## src/rtl/fib_pair_gen.sv

```systemverilog
// Fibonacci-pair generator: a three-state run controller that adds x+y into x or y each step.
// Optional macro FIB_SAT_EN saturates the updated accumulator on carry-out instead of wrapping.
module fib_pair_gen #(
  parameter int WIDTH     = 11,
  parameter int MAX_STEPS = 16
) (
  input  logic                           clk,
  input  logic                           rst,
  input  logic                           start,
  input  logic                           selector,
  input  logic                           hold,
  output logic [WIDTH-1:0]               x,
  output logic [WIDTH-1:0]               y,
  output logic [WIDTH-1:0]               i,
  output logic [WIDTH-1:0]               j,
  output logic [$clog2(MAX_STEPS+1)-1:0] steps,
  output logic                           busy,
  output logic                           done,
  output logic                           overflow
);
  localparam int SW = $clog2(MAX_STEPS+1);

  typedef enum logic [1:0] {IDLE, RUN, DONE} state_t;
  state_t state;

  // One extra bit so the carry-out is visible to the overflow flag.
  logic [WIDTH:0]   sum;
  logic [WIDTH-1:0] upd;
  assign sum = {1'b0, x} + {1'b0, y};

`ifdef FIB_SAT_EN
  assign upd = sum[WIDTH] ? {WIDTH{1'b1}} : sum[WIDTH-1:0];
`else
  assign upd = sum[WIDTH-1:0];
`endif

  always_ff @(posedge clk) begin
    if (!rst) begin
      state    <= IDLE;
      x        <= '0;
      y        <= '0;
      i        <= '0;
      j        <= '0;
      steps    <= '0;
      busy     <= 1'b0;
      done     <= 1'b0;
      overflow <= 1'b0;
    end else begin
      case (state)
        IDLE, DONE: begin
          if (start) begin
            state    <= RUN;
            x        <= WIDTH'(1);
            y        <= WIDTH'(1);
            i        <= '0;
            j        <= '0;
            steps    <= '0;
            busy     <= 1'b1;
            done     <= 1'b0;
            overflow <= 1'b0;
          end
        end
        RUN: begin
          if (!hold) begin
            if (selector) begin
              x <= upd;
              i <= i + WIDTH'(1);
            end else begin
              y <= upd;
              j <= j + WIDTH'(1);
            end
            if (sum[WIDTH]) overflow <= 1'b1;
            steps <= steps + SW'(1);
            // Final step retires the run on the same edge it lands.
            if (steps == SW'(MAX_STEPS-1)) begin
              state <= DONE;
              busy  <= 1'b0;
              done  <= 1'b1;
            end
          end
        end
        default: begin
          state <= IDLE;
          busy  <= 1'b0;
          done  <= 1'b0;
        end
      endcase
    end
  end
endmodule

```

## config.mk

```make
export PLATFORM = sky130hd
export DESIGN_NAME = fib_pair_gen
export DESIGN_NICKNAME = d
export VERILOG_FILES = /design/src/rtl/fib_pair_gen.sv
export SDC_FILE = /design/constraint.sdc
export NUM_CORES = 1
export LEC_CHECK = 0
export ABC_AREA = 0
export CORE_MARGIN = 2
export CORE_UTILIZATION = 40
export CTS_CLUSTER_SIZE = 14
export DETAILED_ROUTE_END_ITERATION = 6
export HOLD_SLACK_MARGIN = 0.08
export PLACE_DENSITY = 0.64
export SYNTH_ARGS = -nofsm -noshare
export SYNTH_HDL_FRONTEND = slang
export SYNTH_SLANG_ARGS = --single-unit
```

## constraint.sdc

```tcl
create_clock -name clk -period 2.9 [get_ports clk]
set_input_delay 0.29 -clock clk [delete_from_list [all_inputs] [get_ports clk]]
set_output_delay 0.29 -clock clk [all_outputs]
set_load 0.01 [all_outputs]
```

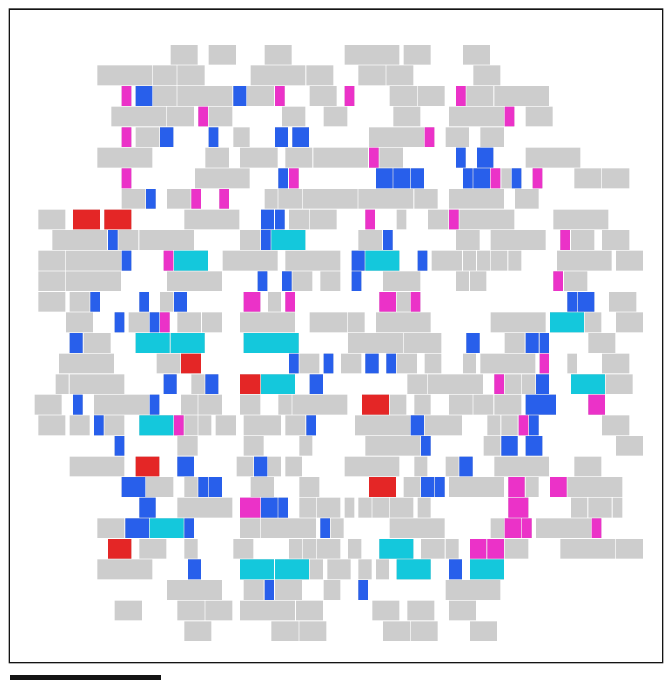
**Above:** run 1 (gate-type map).
Scale bar: 20 µm.
color	family	cells
cyan	fa/ha/maj cells	16
magenta	nor cells	39
red	non-inverting ao/oa cells	8
blue	nand cells	75

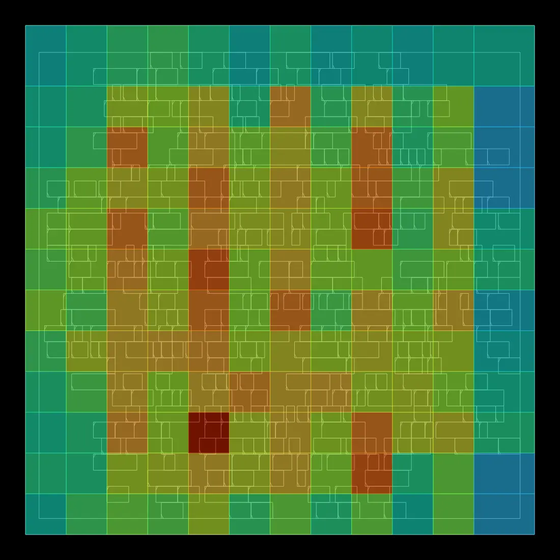
**Above:** run 1 (routing congestion).
total global routing track utilization: 0.176
Routed wire per std cell: 14.3 µm
routing layer with the top usage in global route: met2
met1 usage: 0.231
met2 track demand over resource: 0.296

==> deck_impl_summary.md, run 1 <==
Synthesis and Place & Route Summary

Final timing
  – Worst max-slew margin expressed relative to the limit: 0.554
  – Sum of negative setup slack: 0 ps
  – Post-route clock period utilization: 0.814
  – Clock period minus worst slack: 2360 ps
  – Worst setup skew after layout: approximately 2.3 ps
  – Transition time at the pin with the least slew margin: ~670 ps
  – Final number of setup-violating endpoints: 0
  – Max-slew violation total from the final report: 0
  – Worst Hold Margin: around 480 ps
  – Final Hold Viols: 0
  – Unrepaired setup endpoints after global routing: no
  – Final WS setup: roughly 540 ps
  – Achievable Freq: around 420 MHz

Synth
  – Synth unique cells: around 43
  – Leading register cell type out of synthesis: sky130_fd_sc_hd__dfxtp_1
  – Yosys cell count: approximately 320
  – Biggest area cells: sky130_fd_sc_hd__dfxtp_1, sky130_fd_sc_hd__ha_1, sky130_fd_sc_hd__xor2_1, sky130_fd_sc_hd__nand2_1, sky130_fd_sc_hd__nand3_1
  – Register area share after synthesis: 0.393
  – Synthesis Warnings: 0
  – Chip area estimate from yosys synthesis: approximately 0.0027 mm²
  – Syn Nets: roughly 340
  – Yosys top cell by area: sky130_fd_sc_hd__dfxtp_1
  – Area leader share: 0.393
  – Average cell area after synthesis: 8.49 µm²
  – Synthesized netlist cell count: between 300 and 400
  – Count of library flops with an enable pin: 0
  – Share of flip-flops with an asynchronous set or reset after synthesis: 0
  – Total of flip-flops plus latches after synthesis: about 53
  – Area of the mapped netlist: 0.00270 mm²

Clock tree
  – Post-CTS repair timing setup buffer count: 0
  – Clock buffers created by TritonCTS: 5
  – Post-CTS Resized: 0
  – Number of buffers on the longest clock path: 2
  – Late-Pin Clk Latency: ~300 ps
  – TritonCTS clock tree: done
  – H-tree level count: 2
  – CTS root buf: sky130_fd_sc_hd__clkbuf_8
  – Clock sink count: 53
  – Clock transition at the register clock pins on the worst setup and hold paths after CTS: 90 ps
  – Post-cts hold-fix buffer tally: 0

Power and ir drop
  – Leakage: between 1 and 1.5 nW
  – Pwr dens: ~370 mW/mm²
  – PnR Total Power: around 1.3 mW
  – Max VDD drop: between 0.2 and 0.25 mV

GRT
  – Grt total ovfl: 0
  – Number of antenna violations at the first check in global routing: 0
  – Via count of the first global-routing pass: 2243
  – Pin count of the biggest net entering global routing: 21
  – First-pass GRT wire length: 10500 µm

Finish
  – ANT cells: 0
  – Register Area: ~0.0011 mm²
  – Total area of multi-input combinational cells: ~0.0015 mm²
  – Total Nets Final: roughly 390
  – Most frequent cells in the layout: sky130_fd_sc_hd__clkdlybuf4s50_1, sky130_fd_sc_hd__dfxtp_1, sky130_fd_sc_hd__nand2_1, sky130_fd_sc_hd__nor2_1, sky130_fd_sc_hd__nand3_1
  – Syn-to-layout area delta: 26.9%
  – Total of fill cells in the finished design: between 600 and 700
  – Fraction of layout instances using a drive strength above 1: 0.0484
  – Most frequent standard cell in the layout excluding fill and tap cells: sky130_fd_sc_hd__clkdlybuf4s50_1
  – Fin area: approximately 0.0034 mm²

Floorplanning
  – Die span in y: roughly 86 µm
  – Init Core Util: 0.420
  – Total number of placement rows: 29
  – Die Footprint: ~0.0074 mm²
  – Core footprint: about 0.0064 mm²
  – Die x size: roughly 86 µm
  – I/O pin cnt: 57

Placed design
  – Post-detail-place hpwl: around 4700 µm
  – Number of buffers inserted by port buffering: 56
  – Final weighted congestion in routability-driven placement: roughly 0.75
  – Pre-CTS WS: just under 400 ps
  – Instance area after placement: roughly 0.0033 mm²

Detailed routing
  – Number of vias per cell after detailed routing: approximately 5.4
  – Total DRC errors in the routed layout: 0
  – Vias after detailed routing: approximately 2400
  – Number of design-rule violations left by the first detailed-router iteration: roughly 120
  – Post-route antenna net violation count: 0
  – Routed WL: approximately 6400 µm
  – Count of TritonRoute iterations in the first routing pass: 4

Status
  – Status: finished clean

Critical path
  – Element type at the critical path end: register
  – Arrival time at the worst endpoint: about 2600 ps
  – CP Launch Type: register
  – Crit-path max FO: 3
  – Req. time, crit path: slightly above 3000 ps
  – Start-to-end type of the worst setup path: reg -> reg

Run
  – Number of max-cap violations: 0
  – Total tool warning count: 26

Worst hold path
  – Hold crit path type: reg -> reg
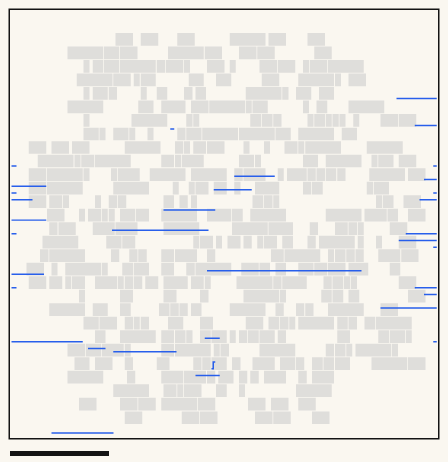
**Above:** run 1 (M3 wires).
Scale bar: 20 µm. Cells faint in the background.
longest straight run	30.8 µm
share of all routed wire	3.2%
main direction	horizontal
wire length on this layer	202 µm
nets with wire on the layer	30

## run 1: cell type report
class                      instances  area share
inverter                           5     0.00548
sequential                        53       0.310
multi-input combinational        244       0.452
tap                               77      0.0281
clock inverter                     1     0.00219
timing repair buffer              63       0.179
clock buffer                       6      0.0241
## run 1: cells in the mapped netlist (8+ instances only)
cell	number
sky130_fd_sc_hd__dfxtp_1	53
sky130_fd_sc_hd__nand2_1	38
sky130_fd_sc_hd__nor2_1	29
sky130_fd_sc_hd__nand3_1	22
sky130_fd_sc_hd__o21ai_0	21
sky130_fd_sc_hd__xor2_1	19
sky130_fd_sc_hd__ha_1	15
sky130_fd_sc_hd__a21oi_1	13
sky130_fd_sc_hd__clkbuf_1	13
sky130_fd_sc_hd__a21boi_0	11
sky130_fd_sc_hd__nand4_1	10
sky130_fd_sc_hd__and2_1	8
sky130_fd_sc_hd__and3_1	8
## run 1: kinds of logic (layout without fill, tap and decap cells)
| family | Yosys count | count (layout) | synth area share |
|---|---|---|---|
| buffers and inverters | 21 | 75 | 0.0338 |
| DFF | 53 | 53 | 0.393 |
| xor gates and xnor gates | 22 | 22 | 0.0714 |
| adders and majority gates | 16 | 16 | 0.0769 |
| AOI/OAI and AO/OA | 66 | 66 | 0.159 |
| and+or+nand+nor | 138 | 138 | 0.258 |
| muxes | 2 | 2 | 0.00741 |
## run 1: path summary, 6_finish.rpt
path              from  endpoint  slack, ps  depth (start not counted)
hold / removal    x[5]      x[5]        480                          2
setup / recovery  y[0]     x[10]        540                          7
setup reg to reg  y[0]     x[10]        540                          7
hold reg to reg   x[5]      x[5]        480                          2
## run 1: power by group
| part | internal, mW | switching [mW] | leakage (nW) | total (mW) |
|---|---|---|---|---|
| registers | 0.735 | 0.00981 | 0.428 | 0.745 |
| clock network | 0.189 | 0.239 | 0.0433 | 0.429 |
| logic | 0.0424 | 0.0678 | 0.847 | 0.110 |
| total | 0.967 | 0.317 | 1.32 | 1.28 |
## run 1: critical path: stages (launching register included)
cell and delay, ps:
sky130_fd_sc_hd__dfxtp_1 350, sky130_fd_sc_hd__ha_1 240, sky130_fd_sc_hd__fa_1 430, sky130_fd_sc_hd__a211oi_1 340, sky130_fd_sc_hd__o21bai_1 200, sky130_fd_sc_hd__a311oi_1 380, sky130_fd_sc_hd__xor2_1 210, sky130_fd_sc_hd__o21ai_0 110
## run 1: layer usage
layer | up-vias | GRT usage | share of wire
li1 | 1234 | - | -
met1 | 1126 | 0.231 | 0.48
met2 | 46 | 0.296 | 0.48
met3 | 4 | 0.0250 | 0.032
met4 | 0 | 0.0563 | 0.0089
met5 | - | 0 | 0
## run 1: metrics by stage
stage                      util  cells
after detailed placement  0.520    442
after global placement    0.520    442
after CTS                 0.534    449
after floorplan               -    318
after global routing      0.534    449
final                     0.534    449
## run 1: sequential cells by signal (all words and copies together) (netlist names)
| signal | flops |
|---|---|
| busy | 1 |
| done | 1 |
| i | 11 |
| j | 11 |
| overflow | 1 |
| state | 1 |
| steps | 5 |
| x | 11 |
| y | 11 |
## Run 2: what changed since run 1
PLACE_DENSITY = 0.67   (was 0.64)
clock period = 1.98 ns   (was 2.9 ns; I/O delays follow)
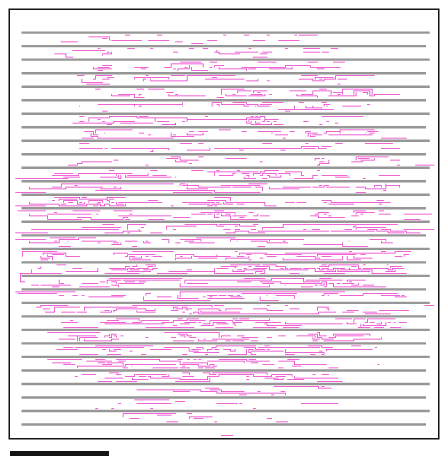
**Above:** run 2 (M1 wires).
Scale bar: 20 µm. Supply wires on this layer in gray.
share of all routed wire	47%
main direction	horizontal

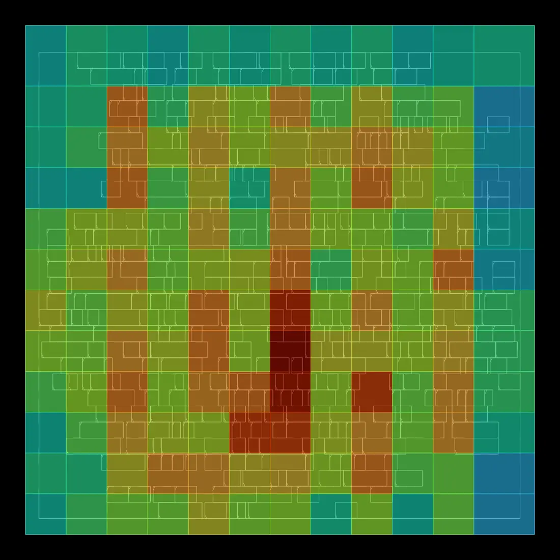
**Above:** run 2 (routing congestion).
total global routing track utilization: 0.186
met1 usage: 0.245
met2 track demand over resource: 0.316

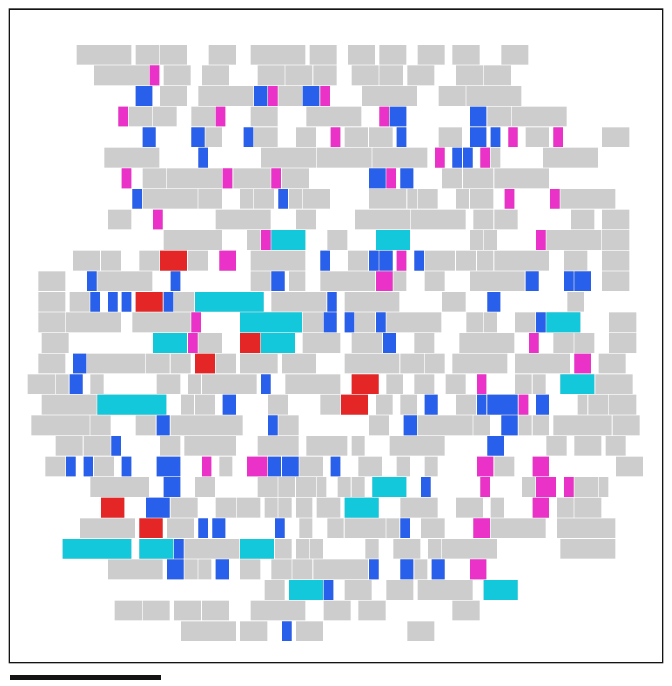
**Above:** run 2 (gate-type map).
Scale bar: 20 µm.
color	family	cells
cyan	fa/ha/maj cells	16
blue	nand cells	75
magenta	nor cells	39
red	non-inverting ao/oa cells	8

==> deck_impl_summary.md, run 2 <==
Synthesis and Place & Route Summary

Detailed routing
  – Routed wire per std cell: 14.1 µm (-1.1%)
  – Routed WL: 6770 µm (+5.7%)
  – Post-route antenna net violation count: 0 (unchanged)
  – Number of vias per cell after detailed routing: 5.33 (-0.79%)
  – Total DRC errors in the routed layout: 0 (unchanged)
  – Vias after detailed routing: 2556 (+6.1%)
  – Count of TritonRoute iterations in the first routing pass: 4 (unchanged)
  – Number of design-rule violations left by the first detailed-router iteration: 118 (-0.84%)

Floorplanning
  – Die span in y: 86.2 µm (unchanged)
  – I/O pin cnt: 57 (unchanged)
  – Core footprint: 0.00642 mm² (unchanged)
  – Die x size: 86.2 µm (unchanged)
  – Die Footprint: 0.00742 mm² (unchanged)
  – Init Core Util: 0.420 (unchanged)
  – Total number of placement rows: 29 (unchanged)

Synth
  – Most popular library cell in the synthesized design by count: sky130_fd_sc_hd__dfxtp_1
  – Area of the mapped netlist: 0.00270 mm² (unchanged)
  – Area leader share: 0.393 (unchanged)
  – Post-synthesis compound-gate area fraction: 0.159 (unchanged)
  – Total of flip-flops plus latches after synthesis: 53 (unchanged)
  – Syn Nets: 339 (unchanged)
  – Biggest area cells: sky130_fd_sc_hd__dfxtp_1, sky130_fd_sc_hd__ha_1, sky130_fd_sc_hd__xor2_1, sky130_fd_sc_hd__nand2_1, sky130_fd_sc_hd__nand3_1
  – Fa+ha+maj area frac: 0.0769 (unchanged)
  – Average cell area after synthesis: 8.49 µm² (unchanged)
  – Synthesized netlist cell count: 318 (unchanged)
  – Leading register cell type out of synthesis: sky130_fd_sc_hd__dfxtp_1
  – Post-Synth Simple-Gate Area: 0.258 (unchanged)
  – Share of flip-flops with an asynchronous set or reset after synthesis: 0 (unchanged)
  – Portion of netlist area occupied by mux cells: 0.00741 (unchanged)
  – Most frequent cells after synthesis: sky130_fd_sc_hd__dfxtp_1, sky130_fd_sc_hd__nand2_1, sky130_fd_sc_hd__nor2_1
  – Register area share after synthesis: 0.393 (unchanged)
  – Parity-gate share of the synthesized area counting xor and xnor cells: 0.0714 (unchanged)
  – Count of library flops with an enable pin: 0 (unchanged)
  – Synth unique cells: 43 (unchanged)
  – Synthesis Warnings: 0 (unchanged)
  – Main logic family after synthesis: simple AND/OR/NAND/NOR gates
  – Yosys top cell by area: sky130_fd_sc_hd__dfxtp_1
  – Yosys cell count: 318 (unchanged)
  – Chip area estimate from yosys synthesis: 0.00270 mm² (unchanged)

Worst hold path
  – Hold crit path type: reg -> reg

Critical path
  – Delay-heaviest family, CP: AND-OR/OR-AND gates
  – Critical-path cell list: ha_4 -> fa_2 -> a211oi_4 -> o21bai_4 -> a221oi_2 -> xor2_1 -> o21ai_1
  – Largest stage delay, worst path: 360 ps (-70 ps)
  – Start-to-end type of the worst setup path: reg -> reg
  – Critical path buffer and inverter count: 0 (unchanged)
  – Crit-path max FO: 3 (unchanged)
  – Element type at the critical path end: register
  – Worst R2R Setup Slack: 40 ps (-500 ps)
  – CP Launch Type: register
  – Req. time, crit path: 2180 ps (-910 ps)
  – Arrival time at the worst endpoint: 2150 ps (-400 ps)
  – Slowest stage cell, crit path: sky130_fd_sc_hd__fa_2

Run
  – Total tool warning count: 28 (+7.7%)
  – Number of max-cap violations: 0 (unchanged)

Clock tree
  – Post-cts hold-fix buffer tally: 0 (unchanged)
  – Clock buffers created by TritonCTS: 5 (unchanged)
  – TritonCTS clock tree: done
  – Number of buffers on the longest clock path: 2 (unchanged)
  – Late-Pin Clk Latency: 310 ps (about the same)
  – H-tree level count: 2 (unchanged)
  – CTS root buf: sky130_fd_sc_hd__clkbuf_8
  – Clock sink count: 53 (unchanged)
  – Clock transition at the register clock pins on the worst setup and hold paths after CTS: 100 ps (about the same)

Final timing
  – Final WS setup: 37.2 ps (-504 ps)
  – Clock period minus worst slack: 1940 ps (-416 ps)
  – Unrepaired setup endpoints after global routing: yes
  – Transition time at the pin with the least slew margin: 459 ps (-209 ps)
  – Post-route clock period utilization: 0.981 (+0.168)
  – Final Hold Viols: 0 (unchanged)
  – Final number of setup-violating endpoints: 0 (unchanged)
  – Max-slew violation total from the final report: 0 (unchanged)
  – Worst max-slew margin expressed relative to the limit: 0.694 (+0.141)
  – Worst setup skew after layout: 9.15 ps (+6.88 ps)
  – Achievable Freq: 515 MHz (+21%)

GRT
  – Grt total ovfl: 0 (unchanged)
  – First-pass GRT wire length: 11300 µm (+7.0%)
  – Via count of the first global-routing pass: 2478 (+10%)
  – Pin count of the biggest net entering global routing: 21 (unchanged)
  – Number of antenna violations at the first check in global routing: 0 (unchanged)

Finish
  – Syn-to-layout area delta: 41.4%
  – Total Nets Final: 423 (+7.6%)
  – Fraction of layout instances using a drive strength above 1: 0.181 (+0.133)
  – ANT cells: 0 (unchanged)
  – Most frequent standard cell in the layout excluding fill and tap cells: sky130_fd_sc_hd__clkdlybuf4s50_1
  – Fin area: 0.00382 mm² (+11%)
  – Total of fill cells in the finished design: 576 (-5.4%)
  – Register Area: 0.00107 mm² (+0.83%)
  – Total area of multi-input combinational cells: 0.00168 mm² (+8.4%)
  – Most frequent cells in the layout: sky130_fd_sc_hd__clkdlybuf4s50_1, sky130_fd_sc_hd__dfxtp_1, sky130_fd_sc_hd__nand2_1, sky130_fd_sc_hd__buf_4, sky130_fd_sc_hd__nor2_1

Placed design
  – Instance area after placement: 0.00361 mm² (+8.1%)
  – Number of buffers inserted by port buffering: 56 (unchanged)
  – Pre-CTS WS: -307 ps (-697 ps)
  – Final weighted congestion in routability-driven placement: 0.816 (+8.6%)
  – Post-detail-place hpwl: 4910 µm (+3.5%)

Status
  – Status: finished clean

Power and ir drop
  – PnR Total Power: 1.94 mW (+51%)
  – Leakage: 1.49 nW (+13%)
  – Pwr dens: 507 mW/mm² (+35%)
  – Max VDD drop: 0.268 mV (+31%)
-- run 2: cell counts after synthesis --
No cell type changed its count.
-- run 2: cell type report --
class                   count  share of cell area
well taps                  77              0.0252
clock buffers               5              0.0180
clock inverters             3             0.00590
multi-input cells         244               0.440
repair buffers             93               0.226
flip-flops and latches     53               0.280
inverters                   5             0.00492
-- run 2: cells by family (layout without fill, tap and decap cells) --
logic type	Yosys count	in the layout
AND/OR/NAND/NOR	138	138
AND-OR/OR-AND	66	66
flip-flops	53	53
XOR/XNOR	22	22
buffers and inverters	21	106
adder cells (fa/ha/maj)	16	16
multiplexers	2	2
-- run 2: layer usage --
metal | track usage | up-vias | routed length, µm
li1 | - | 1288 | -
met1 | 0.245 | 1214 | 3200
met2 | 0.316 | 48 | 3310
met3 | 0.0260 | 6 | 170
met4 | 0.0563 | 0 | 85
met5 | 0 | - | 0
-- run 2: where the power goes --
group | leakage, nW | internal (mW) | switching (mW)
Combinational | 1.01 | 0.102 | 0.116
Sequential | 0.431 | 1.08 | 0.0114
Clock | 0.0481 | 0.252 | 0.377
-- run 2: path summary, 6_finish.rpt --
| path | endpoint | startpoint | cells after the start |
|---|---|---|---|
| worst min register to register | x[5] | x[5] | 2 |
| worst max register to register | y[8] | y[0] | 7 |
| worst max-delay path | y[8] | y[0] | 7 |
| worst min-delay path | x[5] | x[5] | 2 |
-- run 2: tightest hold or removal path, delay by kind of cell, from the launching register on --
kind | cells | cell delay, ps
simple gates | 1 | 50
compound gates | 1 | 60
flops | 1 | 330
-- run 2: repair_timing --
action	in CTS	in global routing
setup endpoints to repair	6	13
setup buffers	0	2
pin swaps	2	9
gates resized	4	24
-- run 2: through the flow --
stage                     cells  TNS (ps)   util  hold WS (ps)
after floorplan             318      -309      -           403
after global placement      470     -1390  0.561           474
after detailed placement    470     -1830  0.561           480
after CTS                   478         0  0.579           495
after global routing        480      -271  0.594           514
final                       480         0  0.594           487
## Run 3: what changed since run 2
ABC_CLOCK_PERIOD_IN_PS = 1980   (was unset)
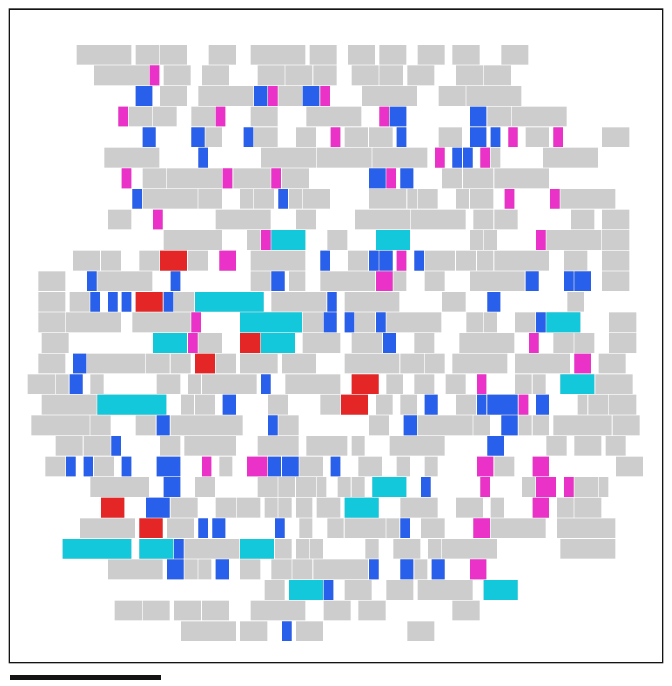
**Above:** run 3 (gate-type map).
Scale bar: 20 µm.
color	family	cells
cyan	fa/ha/maj cells	16
red	non-inverting ao/oa cells	8
blue	nand cells	75
magenta	nor cells	39

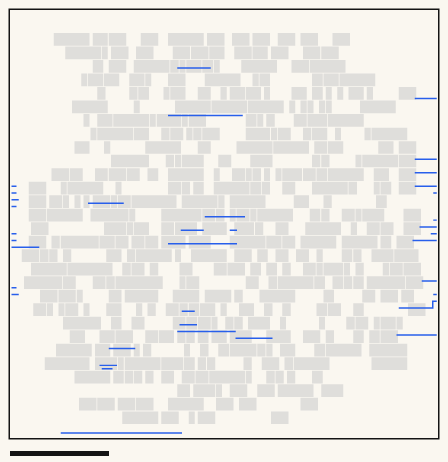
**Above:** run 3 (M3 wires).
Scale bar: 20 µm. Cells faint in the background.
longest straight run	24.1 µm
nets with wire on the layer	33

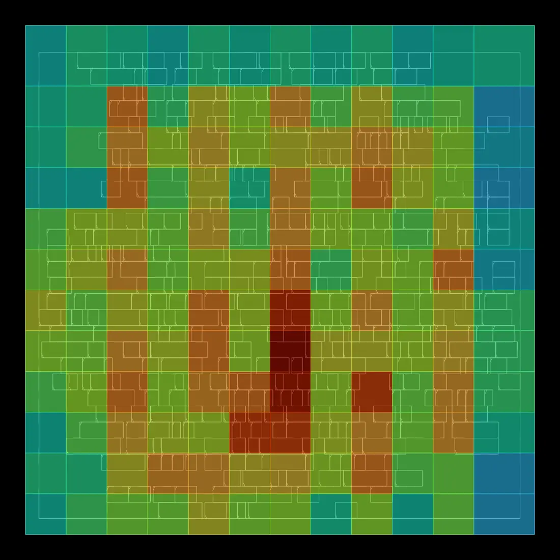
**Above:** run 3 (routing congestion).
Routed wire per std cell: 14.1 µm
met3 routing resource usage after global routing: 0.0260
fin util: 0.594

==> deck_impl_summary.md, run 3 <==
Synthesis and Place & Route Summary

Synth
  – Yosys top cell by area: sky130_fd_sc_hd__dfxtp_1
  – Area leader share: 0.393 (unchanged)
  – Synth unique cells: 43 (unchanged)
  – Main logic family after synthesis: simple AND/OR/NAND/NOR gates
  – Area of the mapped netlist: 0.00270 mm² (unchanged)
  – Parity-gate share of the synthesized area counting xor and xnor cells: 0.0714 (unchanged)
  – Chip area estimate from yosys synthesis: 0.00270 mm² (unchanged)
  – Total of flip-flops plus latches after synthesis: 53 (unchanged)
  – Synthesis Warnings: 0 (unchanged)
  – Share of flip-flops with an asynchronous set or reset after synthesis: 0 (unchanged)
  – Register area share after synthesis: 0.393 (unchanged)
  – Count of library flops with an enable pin: 0 (unchanged)
  – Yosys cell count: 318 (unchanged)
  – Biggest area cells: sky130_fd_sc_hd__dfxtp_1, sky130_fd_sc_hd__ha_1, sky130_fd_sc_hd__xor2_1, sky130_fd_sc_hd__nand2_1, sky130_fd_sc_hd__nand3_1
  – Synthesized netlist cell count: 318 (unchanged)
  – Syn Nets: 339 (unchanged)
  – Fa+ha+maj area frac: 0.0769 (unchanged)
  – Portion of netlist area occupied by mux cells: 0.00741 (unchanged)
  – Most popular library cell in the synthesized design by count: sky130_fd_sc_hd__dfxtp_1
  – Average cell area after synthesis: 8.49 µm² (unchanged)
  – Most frequent cells after synthesis: sky130_fd_sc_hd__dfxtp_1, sky130_fd_sc_hd__nand2_1, sky130_fd_sc_hd__nor2_1
  – Post-Synth Simple-Gate Area: 0.258 (unchanged)

Placed design
  – Instance area after placement: 0.00361 mm² (unchanged)
  – Post-detail-place hpwl: 4910 µm (unchanged)
  – Pre-CTS WS: -307 ps (unchanged)
  – Number of buffers inserted by port buffering: 56 (unchanged)
  – Final weighted congestion in routability-driven placement: 0.816 (unchanged)

Clock tree
  – Clock sink count: 53 (unchanged)
  – Number of buffers on the longest clock path: 2 (unchanged)
  – Clock transition at the register clock pins on the worst setup and hold paths after CTS: 100 ps (about the same)
  – Clock buffers created by TritonCTS: 5 (unchanged)
  – H-tree level count: 2 (unchanged)
  – Late-Pin Clk Latency: 310 ps (about the same)
  – TritonCTS clock tree: done
  – Post-cts hold-fix buffer tally: 0 (unchanged)

Detailed routing
  – Post-route antenna net violation count: 0 (unchanged)
  – Vias after detailed routing: 2556 (unchanged)
  – Number of design-rule violations left by the first detailed-router iteration: 118 (unchanged)
  – Routed WL: 6770 µm (unchanged)

Run
  – Number of max-cap violations: 0 (unchanged)

Final timing
  – Unrepaired setup endpoints after global routing: yes
  – Worst max-slew margin expressed relative to the limit: 0.694 (unchanged)
  – Worst setup skew after layout: 9.15 ps (unchanged)
  – Max-slew violation total from the final report: 0 (unchanged)
  – Sum of negative setup slack: 0 ps (unchanged)
  – Final WS setup: 37.2 ps (unchanged)
  – Achievable Freq: 515 MHz (unchanged)
  – Final number of setup-violating endpoints: 0 (unchanged)
  – Final Hold Viols: 0 (unchanged)

GRT
  – Grt total ovfl: 0 (unchanged)
  – Pin count of the biggest net entering global routing: 21 (unchanged)
  – Via count of the first global-routing pass: 2478 (unchanged)
  – Number of antenna violations at the first check in global routing: 0 (unchanged)
  – First-pass GRT wire length: 11300 µm (unchanged)

Critical path
  – Req. time, crit path: 2180 ps (about the same)
  – Crit-path max FO: 3 (unchanged)
  – Reg2Reg Capture Point: y[8]
  – CP Launch Type: register
  – Launching element of the worst setup path: y[0]
  – Reg2Reg Launch Point: y[0]
  – Arrival time at the worst endpoint: 2150 ps (about the same)
  – FF-to-FF path depth: 7 (unchanged)
  – Worst setup path end: y[8]
  – Start-to-end type of the worst setup path: reg -> reg

Finish
  – Fin area: 0.00382 mm² (unchanged)
  – Fraction of layout instances using a drive strength above 1: 0.181 (unchanged)
  – Syn-to-layout area delta: 41.4% (unchanged)
  – ANT cells: 0 (unchanged)
  – Most frequent cells in the layout: sky130_fd_sc_hd__clkdlybuf4s50_1, sky130_fd_sc_hd__dfxtp_1, sky130_fd_sc_hd__nand2_1, sky130_fd_sc_hd__buf_4, sky130_fd_sc_hd__nor2_1
  – Total Nets Final: 423 (unchanged)

Floorplanning
  – Die x size: 86.2 µm (unchanged)
  – Die span in y: 86.2 µm (unchanged)
  – Init Core Util: 0.420 (unchanged)
  – I/O pin cnt: 57 (unchanged)
  – Total number of placement rows: 29 (unchanged)

Power and ir drop
  – Leakage: 1.49 nW (unchanged)
  – PnR Total Power: 1.94 mW (unchanged)

Status
  – Status: finished clean

Worst hold path
  – Hold crit path type: reg -> reg
==> run 3: cell counts in the layout (fill, tap and decap cells not counted) <==
Identical to the previous run, type by type.
==> run 3: critical path, stage by stage (launching register included) <==
cell,delay [ps]
sky130_fd_sc_hd__dfxtp_2,350
sky130_fd_sc_hd__ha_4,160
sky130_fd_sc_hd__fa_2,360
sky130_fd_sc_hd__a211oi_4,270
sky130_fd_sc_hd__o21bai_4,130
sky130_fd_sc_hd__a221oi_2,270
sky130_fd_sc_hd__xor2_1,210
sky130_fd_sc_hd__o21ai_1,90
==> run 3: area by class of cell <==
class / count / area [µm²]
fillers: 576 / 2610
multi-input cells: 244 / 1680
flip-flops and latches: 53 / 1070
repair buffers: 93 / 863
well taps: 77 / 96.3
clock buffers: 5 / 68.8
clock inverters: 3 / 22.5
inverters: 5 / 18.8
==> run 3: how the worst min path moves through the flow <==
| stage | endpoint | startpoint | slack [ps] |
|---|---|---|---|
| floorplan | steps[1] | hold | 400 |
| global placement | x[5] | x[5] | 470 |
| detailed placement | x[4] | x[4] | 480 |
| CTS | x[4] | x[4] | 500 |
| global route | x[4] | x[4] | 510 |
| finish | x[5] | x[5] | 490 |
==> run 3: report_power, final <==
part | internal (mW) | leakage [nW] | switching, mW
combinational | 0.102 | 1.01 | 0.116
sequential | 1.08 | 0.431 | 0.0114
clock | 0.252 | 0.0481 | 0.377
total | 1.43 | 1.49 | 0.504
==> run 3: kinds of logic (layout without fill, tap and decap cells) <==
logic type,after synthesis,after routing
AND/OR/NAND/NOR,138,138
AND-OR/OR-AND,66,66
flip-flops,53,53
XOR/XNOR,22,22
buffers and inverters,21,106
adder cells (fa/ha/maj),16,16
multiplexers,2,2
==> run 3: repair_timing <==
item	CTS	global route
pin swaps	2	9
resized	4	24
buffers inserted	0	2
endpoints found under the setup margin	6	13
==> run 3: per-stage QoR <==
step | util | cells | hold slack (ps)
3_5_place_dp | 0.561 | 470 | 480
6_report | 0.594 | 480 | 487
3_3_place_gp | 0.561 | 470 | 474
4_1_cts | 0.579 | 478 | 495
5_1_grt | 0.594 | 480 | 514
2_1_floorplan | - | 318 | 403
==> run 3: layer usage <==
metal / track usage / wire length, µm / up-vias
met1: 0.245 / 3200 / 1214
met2: 0.316 / 3310 / 48
met5: 0 / 0 / -
li1: - / - / 1288
met3: 0.0260 / 170 / 6
met4: 0.0563 / 85 / 0
Power figures rest on the tool's default switching activity, not on a simulated workload.
